$ cat config.mk
export PLATFORM = sky130hd
export DESIGN_NAME = usb_boot_sequencer
export DESIGN_NICKNAME = d
export VERILOG_FILES = /design/src/rtl/usb_boot_pkg.sv /design/src/rtl/ms_tick_gen.sv /design/src/rtl/usb_boot_sequencer.sv
export SDC_FILE = /design/constraint.sdc
export NUM_CORES = 1
export LEC_CHECK = 0
export ABC_AREA = 0
export CAP_MARGIN = 20
export CORE_MARGIN = 10
export CORE_UTILIZATION = 55
export CTS_CLUSTER_SIZE = 14
export DETAILED_ROUTE_END_ITERATION = 10
export GPL_ROUTABILITY_DRIVEN = 0
export GPL_TIMING_DRIVEN = 0
export PLACE_DENSITY = 0.75
export SLEW_MARGIN = 20
export SYNTH_ARGS = -nofsm -noshare
export SYNTH_HDL_FRONTEND = slang
export SYNTH_HIERARCHICAL = 1
export SYNTH_SLANG_ARGS = --single-unit
$ cat constraint.sdc
create_clock -name clk_48mhz -period 2.5 [get_ports clk_48mhz]
set_input_delay 0.5 -clock clk_48mhz [delete_from_list [all_inputs] [get_ports clk_48mhz]]
set_output_delay 0.5 -clock clk_48mhz [all_outputs]
set_load 0.01 [all_outputs]
$ cat src/rtl/usb_boot_pkg.sv
// Shared types and constants for the USB detach / warm-boot hand-off sequencer.
package usb_boot_pkg;

  typedef enum logic [2:0] {
    IDLE   = 3'd0,
    DETACH = 3'd1,
    SETUP  = 3'd2,
    FIRE   = 3'd3,
    DONE   = 3'd4
  } boot_state_t;

  localparam logic [1:0] IMG_BOOTLOADER = 2'd0;
  localparam logic [1:0] IMG_USER       = 2'd1;

  localparam int unsigned CLK_FREQ_HZ_DEFAULT = 48_000_000;

  function automatic int unsigned cycles_per_ms(input int unsigned clk_freq_hz);
    return clk_freq_hz / 1000;
  endfunction

  localparam int unsigned CYCLES_PER_MS = cycles_per_ms(CLK_FREQ_HZ_DEFAULT);

endpackage

$ cat src/rtl/ms_tick_gen.sv
// Millisecond divider: one-cycle tick each time the counter wraps.
// A synchronous clear restarts the period, so the next tick is a full DIVISOR cycles away.
module ms_tick_gen #(
  parameter int unsigned DIVISOR = usb_boot_pkg::CYCLES_PER_MS
) (
  input  logic clk_48mhz,
  input  logic reset,
  input  logic clear,
  output logic tick
);

  localparam int unsigned CW = (DIVISOR > 1) ? $clog2(DIVISOR) : 1;
  localparam logic [CW-1:0] LAST = CW'(DIVISOR - 1);

  logic [CW-1:0] cnt;

  assign tick = (cnt == LAST);

  // NOTE: non-blocking assignments for every flop, so all registers update from pre-edge values.
  always_ff @(posedge clk_48mhz) begin
    if (reset || clear) begin
      cnt <= '0;
    end else if (tick) begin
      cnt <= '0;
    end else begin
      cnt <= cnt + 1'b1;
    end
  end

endmodule

$ cat src/rtl/usb_boot_sequencer.sv
// Turns a bootloader boot request into: USB detach, timed hold, image select setup,
// then a sticky warm-boot trigger. Terminal once fired; only reset restarts it.
module usb_boot_sequencer
  import usb_boot_pkg::*;
#(
  parameter int unsigned CLK_FREQ_HZ   = 48_000_000,
  parameter int unsigned DETACH_MS     = 10,
  parameter int unsigned SETUP_CYCLES  = 16,
  parameter logic [1:0]  DEFAULT_IMAGE = IMG_USER
) (
  input  logic       clk_48mhz,
  input  logic       reset,
  input  logic       boot_req,
  input  logic [1:0] image_sel,
  input  logic       image_sel_valid,
  output logic       usb_pu_en,
  output logic       usb_force_se0,
  output logic       wb_s1,
  output logic       wb_s0,
  output logic       wb_boot,
  output logic       busy
);

  localparam logic [9:0] DETACH_LAST = 10'(DETACH_MS - 1);
  localparam logic [7:0] SETUP_LAST  = 8'(SETUP_CYCLES - 1);

  boot_state_t state, state_next;
  logic [9:0]  ms_cnt;
  logic [7:0]  setup_cnt;
  logic [1:0]  img_q;
  logic        ms_tick;
  logic        detach_entry;

  assign detach_entry = (state == IDLE) && (state_next == DETACH);

  ms_tick_gen #(
    .DIVISOR (cycles_per_ms(CLK_FREQ_HZ))
  ) u_ms_tick_gen (
    .clk_48mhz (clk_48mhz),
    .reset     (reset),
    .clear     (detach_entry),
    .tick      (ms_tick)
  );

  // NOTE: next state defaults to the current state first, so no path can infer a latch.
  always_comb begin
    state_next = state;
    unique case (state)
      IDLE:    if (boot_req) state_next = DETACH;
      DETACH:  if (ms_tick && (ms_cnt == DETACH_LAST)) state_next = SETUP;
      SETUP:   if (setup_cnt == SETUP_LAST) state_next = FIRE;
      FIRE:    state_next = DONE;
      DONE:    state_next = DONE;
      default: state_next = IDLE;
    endcase
  end

  always_ff @(posedge clk_48mhz) begin
    if (reset) begin
      state          <= IDLE;
      ms_cnt         <= '0;
      setup_cnt      <= '0;
      img_q          <= DEFAULT_IMAGE;
      usb_pu_en      <= 1'b1;
      usb_force_se0  <= 1'b0;
      {wb_s1, wb_s0} <= DEFAULT_IMAGE;
      wb_boot        <= 1'b0;
      busy           <= 1'b0;
    end else begin
      state <= state_next;

      // Outputs are registered from the next state so they move on the same edge as the state.
      usb_pu_en     <= (state_next == IDLE);
      usb_force_se0 <= (state_next != IDLE);
      busy          <= (state_next != IDLE);
      wb_boot       <= wb_boot | (state_next == FIRE);

      if ((state == IDLE) && boot_req) begin
        img_q <= image_sel_valid ? image_sel : DEFAULT_IMAGE;
      end

      if ((state != SETUP) && (state_next == SETUP)) begin
        {wb_s1, wb_s0} <= img_q;
      end

      if (state != DETACH) begin
        ms_cnt <= '0;
      end else if (ms_tick && (ms_cnt != '1)) begin
        ms_cnt <= ms_cnt + 1'b1;
      end

      if (state != SETUP) begin
        setup_cnt <= '0;
      end else if (setup_cnt != '1) begin
        setup_cnt <= setup_cnt + 1'b1;
      end
    end
  end

endmodule

==> images/density.png <==
The bar under the picture is 20 microns long. The die is cut into 8 by 8 equal tiles; dark blue is low, red is high, 0 to 100% covered.
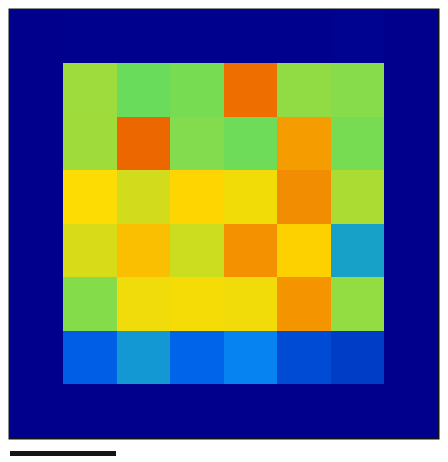
densest ninth of the die: centre
emptiest ninth of the die: lower right
nearly empty tiles: 44%

==> images/met2.png <==
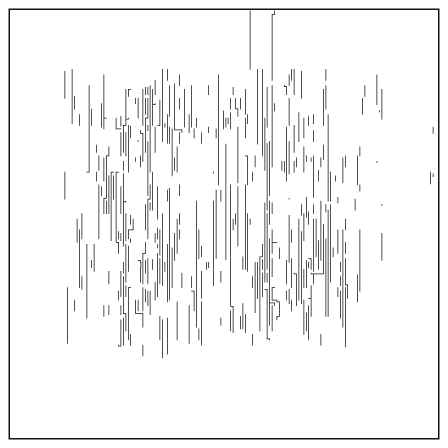
nets with wire on the layer: 204
wire length on this layer: 1,680 microns

==> results.txt <==
impl run done, here's what came out: status=completed, Die Area=6520 sq um, total track usage=11.6%, core area=3610 sq um, Fin. Hold Viols=0, # diodes=0, I/O Pins=12, Pint=0.000983 W, ys async rst share=0%, Max Clk Rate=442 MHz, number of enable flip-flop cells=0, vias in the first global route=1,404, crit start category=register, Switching Power=0.000265 W, share of layout cells above drive strength 1=8.61%, logic area=1080 sq um, first-pass GRT wire length=6.17 mm, # fillers=294, # setup viols final=0, clk_lat worst skew=0.29 ns, pre-placement core utilization=56.3%, crit path DRT=2.69 ns, Sw Ratio=21.2%, H-tree Lvls=2, worst reg2reg path startpoint=u_ms_tick_gen/cnt[0], Slew headroom=65.6%, sequential share of power=57.3%, clock slew at reported path FFs=0.08 ns, fin crit period=2.26 ns, Routed Antenna Nets=0, final slew viol count=0, Syn Std Cell Area=2030 sq um, setup tns final=0 ns, Top Layout Cells=44 x dfxtp_1, 39 x nor2_1, 22 x xnor2_1, 14 x nand2_1, 12 x nand3_1, via count=1,607, Flop area=881 sq um, synth unique cells=40, RSZ-0062 raised after global routing=no, Hold/Removal Path Class=register to register, CP top delay family=simple AND/OR/NAND/NOR gates, CP max FO=5, port buffer count=11, DRC Markers=0, worst setup path category=register to register, PwrDens=543 nW/um^2, hold wc startpoint=img_q[1], # hold bufs at CTS=0, NumNets Final=254, top_reg_cell synth=dfxtp_1, Least-Margin Pin Slew=0.514 ns, initial antenna violation count=0, Cell Area, Placed=2200 sq um, via/cell ratio=5.50, Detailed Route WL=3.66 mm, post-synthesis sequential area ratio=43.4%, clock skew=0.00657 ns, drt wl/cell=12.5 microns, # Cells Yosys=226, die height=80.7 microns, Gate power share=4.5%, largest net degree at the start of global routing=13, Clock Sinks=44, Core Util, Final=63.8%, Area growth syn-to-layout=13.3%, CP Capture Type=register, fin area=2300 sq um, syn avg cell area=8.98 sq um, clock share of power=38.3%
==> images/met1.png <==
Cells faint in the background.
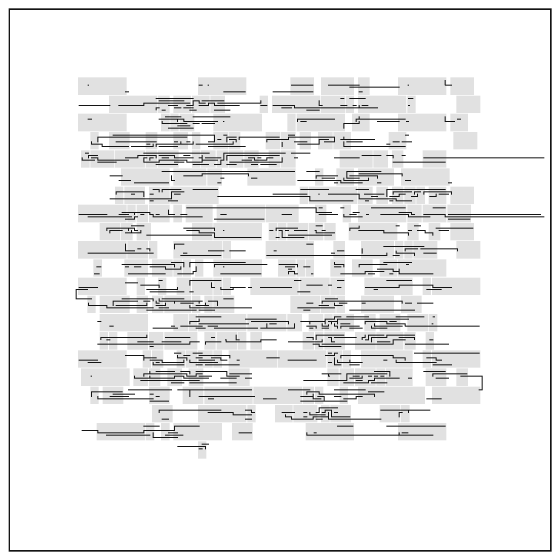
longest straight run: 19.8 microns
nets with wire on the layer: 233
wire length on this layer: 1,800 microns

==> images/drive_strength.png <==
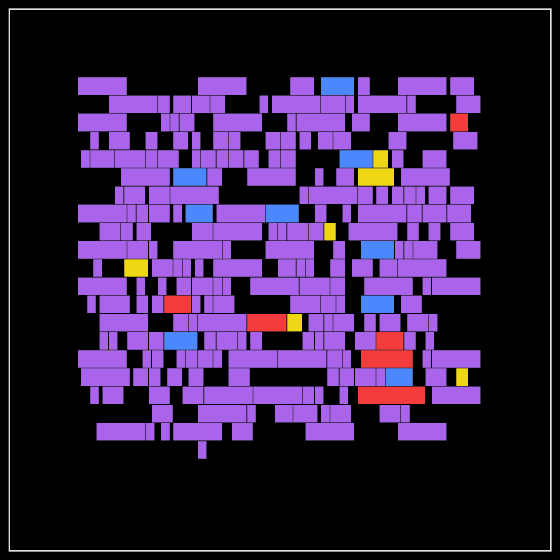
legend:
  drive 1 or less:
    colour: purple
    cells: 223
  drive 2:
    colour: yellow
    cells: 6
  drive 6 and up:
    colour: blue
    cells: 9
  drive 3 to 4:
    colour: red
    cells: 6

[area by class of cell]
cell class | count | share of cell area (%)
Tap cell | 48 | 2.61
Buffer | 7 | 2.07
Clock buffer | 7 | 4.19
Inverter | 6 | 0.979
Timing Repair Buffer | 11 | 4.79
Sequential cell | 44 | 38.3
Multi-Input combinational cell | 169 | 47.1
[layer usage]
| layer | GRT usage, % | vias to the layer above | share of wire [%] |
|---|---|---|---|
| met5 | 0 | - | 0 |
| met1 | 14.3 | 746 | 49 |
| met3 | 3.09 | 2 | 4.3 |
| met4 | 5.19 | 0 | 0.46 |
| li1 | - | 840 | - |
| met2 | 18.7 | 19 | 46 |
[power by group through the flow]
stage | clock (W) | sequential (W) | combinational (W)
2_1_floorplan | 0 | 0.000731 | 0.0000320
3_3_place_gp | 0 | 0.000731 | 0.0000557
3_5_place_dp | 0 | 0.000731 | 0.0000564
4_1_cts | 0.000491 | 0.000715 | 0.0000568
5_1_grt | 0.000516 | 0.000716 | 0.0000619
6_report | 0.000478 | 0.000715 | 0.0000556
[cell usage after synthesis, types with 5 or more instances]
library cell | number | share of area (%)
a211oi_1 | 5 | 1.8
a21oi_1 | 6 | 1.5
a31oi_1 | 7 | 2.2
dfxtp_1 | 44 | 43
inv_1 | 6 | 1.1
nand2_1 | 14 | 2.6
nand3_1 | 12 | 3.0
nand4_1 | 7 | 2.2
nor2_1 | 40 | 7.4
nor3_1 | 6 | 1.5
nor4_1 | 8 | 2.5
o21ai_0 | 6 | 1.5
xnor2_1 | 22 | 9.5
[kinds of logic after synthesis]
kind of cell,Yosys count,share of synthesized area [%]
AND-OR/OR-AND,30,10.9
XOR/XNOR,24,10.4
adder cells (fa/ha/maj),4,2.47
buffers and inverters,13,3.45
flip-flops,44,43.4
multiplexers,2,0.986
AND/OR/NAND/NOR,109,28.5
[per-stage QoR]
stage	cells	hold WS [ns]
6_report	292	0.476
5_1_grt	292	0.513
4_1_cts	292	0.480
3_5_place_dp	285	0.464
3_3_place_gp	285	0.456
2_1_floorplan	226	0.441
[worst paths after layout]
path                                   to  slack [ns]  cells after the start
worst max-delay path            ms_cnt[9]        0.24                      8
worst min-delay path             img_q[1]        0.48                      2
worst max register to register  ms_cnt[9]        0.24                      8
worst min register to register   img_q[1]        0.48                      2
[registers in the layout, indices dropped and copies added (netlist names), 2 cells and up]
register,cells
setup_cnt,8
u_ms_tick_gen/cnt,16
ms_cnt,10
img_q,2
state,3
[worst min-delay path: cells and delay by family (launching register included)]
kind,cells,cell delay [ns]
compound gates,1,0.05
flops,1,0.32
simple gates,1,0.06
[repair_timing]
action	4_1_cts	5_1_grt
gates resized	0	2
endpoints found under the setup margin	0	2
endpoints found under the hold margin	0	0
No activity file was given, so power comes from the tool's default toggle rates.
